==> images/metal_stack.png <==
Two of the layers only.
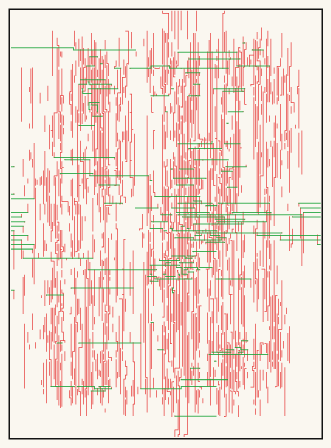
==> images/met1.png <==
Supply wires on this layer in grey.
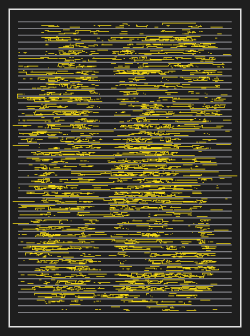
==> config.mk <==
export PLATFORM = sky130hd
export DESIGN_NAME = exec_clock_counter_bank
export DESIGN_NICKNAME = d
export VERILOG_FILES = /design/src/rtl/exec_clock_counter_bank.sv
export SDC_FILE = /design/constraint.sdc
export NUM_CORES = 1
export LEC_CHECK = 0
export CORE_ASPECT_RATIO = 1.4
export CORE_MARGIN = 3
export CORE_UTILIZATION = 65
export DETAILED_ROUTE_END_ITERATION = 12
export PLACE_DENSITY_LB_ADDON = 0.2
export SYNTH_ARGS = -nofsm -noshare
export SYNTH_HDL_FRONTEND = slang
export SYNTH_SLANG_ARGS = --single-unit
==> constraint.sdc <==
create_clock -name clock -period 6.4 [get_ports clock]
set_clock_uncertainty 0.2 [all_clocks]
set_input_delay 0.96 -clock clock [delete_from_list [all_inputs] [get_ports clock]]
set_output_delay 0.96 -clock clock [all_outputs]
set_load 0.01 [all_outputs]
==> impl_metrics.toml <==
# physical design summary
[final_layout]
instances_no_fill = 873
largest_class = "sequential cells"
layout-drive-gt1-share_pct = 6.23
logic_gate_count = 520
seq_area_share_pct = 48.6
lay_top_cells = "147 x nor2_1, 112 x edfxtp_1, 48 x conb_1, 46 x nand2_1, 34 x xor2_1"
area.growth.synth_to_final_pct = 16.0
flops = 136
comb_share_pct = 37.4
stdcell_area_um2 = 7900
fin_util_pct = 78.6
nFillCells = 641

[sta]
hold_violations = 0
finalCriticalPeriod_ns = 4.94
setup_ws_ns = 1.46
clock.fmax_mhz = 202
finalMaxSlewViolations = 0
tightestPinTransition_ns = 0.900
slew_headroom_pct = 39.6
fin_crit_sh_pct = 77.2

[synth]
synth_top_cell_by_count = "nor2_1"
flop_cell = "edfxtp_1"
edf_count = 112
ys_types = 57
synth_area_um2 = 6810
synth_seq_share_pct = 56.4
yosys_cells = 655
xor_area_share_pct = 6.94
ys_top_cells_by_area = "edfxtp_1 49%, nor2_1 8.1%, dfxtp_1 7.1%, xor2_1 4.4%, xnor2_1 2.6%"
ys_sh_adder_pct = 1.29
compound_area_share_pct = 7.68
avgSynthCellArea_um2 = 10.4

[status]
status = "finished, final reports clean"

[pwr]
p_int_uw = 1610
comb_power_share_pct = 6.9
clock_power_uw = 883
share_seq_of_total_power_pct = 50.4
power.share.switching_pct = 22.1
p_per_area_nw_per_um2 = 262
peakVddDrop_uv = 197

[die]
dieArea_um2 = 11800
row_count = 43
die_w_um = 92.5
taps = 135
ios = 32
fp_util_pct = 67.7

[drt]
drtPass1Iterations = 5
wire_per_inst_um = 17.1
drt_iter0_markers = 436
wl_met2_um = 7800

[job]
tool_warnings = 28

[clock_tree]
htree_num_levels = 4
cts_buffer_depth = 2
cts_tree = "done"
postCtsSetupRepairBufs = 0
cts-buffers-inserted = 17
cts.sinks = 136
cts.clk_slew.worst_paths_ns = 0.05

[global_routing]
grtUsageMet2_pct = 46.5

[place]
dpl.hpwl_um = 11000
placed_area_um2 = 7370
portBuffers = 31
place_inst = 841
pre_cts_ws_ns = 1.49

[worst_setup_path]
critical_path_depth = 7
critPathMostFrequentCell = "clkdlybuf4s50_1"
critPathTopFamily = "buffers and inverters"
worstPathRequired_ns = 5.24
startpoint_type = "input pin"
critPathBufInv = 3

[worst_hold_path]
hold_class = "reg2reg"
hold_depth = 2
Notes on metal_stack.png above:
- met2: red (wire length 7800 µm)
- met3: green (wire length 963 µm)
Post-Route WL: 14900 µm
GRT Overall Usage: 26.6%

Notes on met1.png above:
- longest straight run: 26.2 µm
- share of all routed wire: 39%
met1 Track Usage GR: 32.1%
via count: 5071

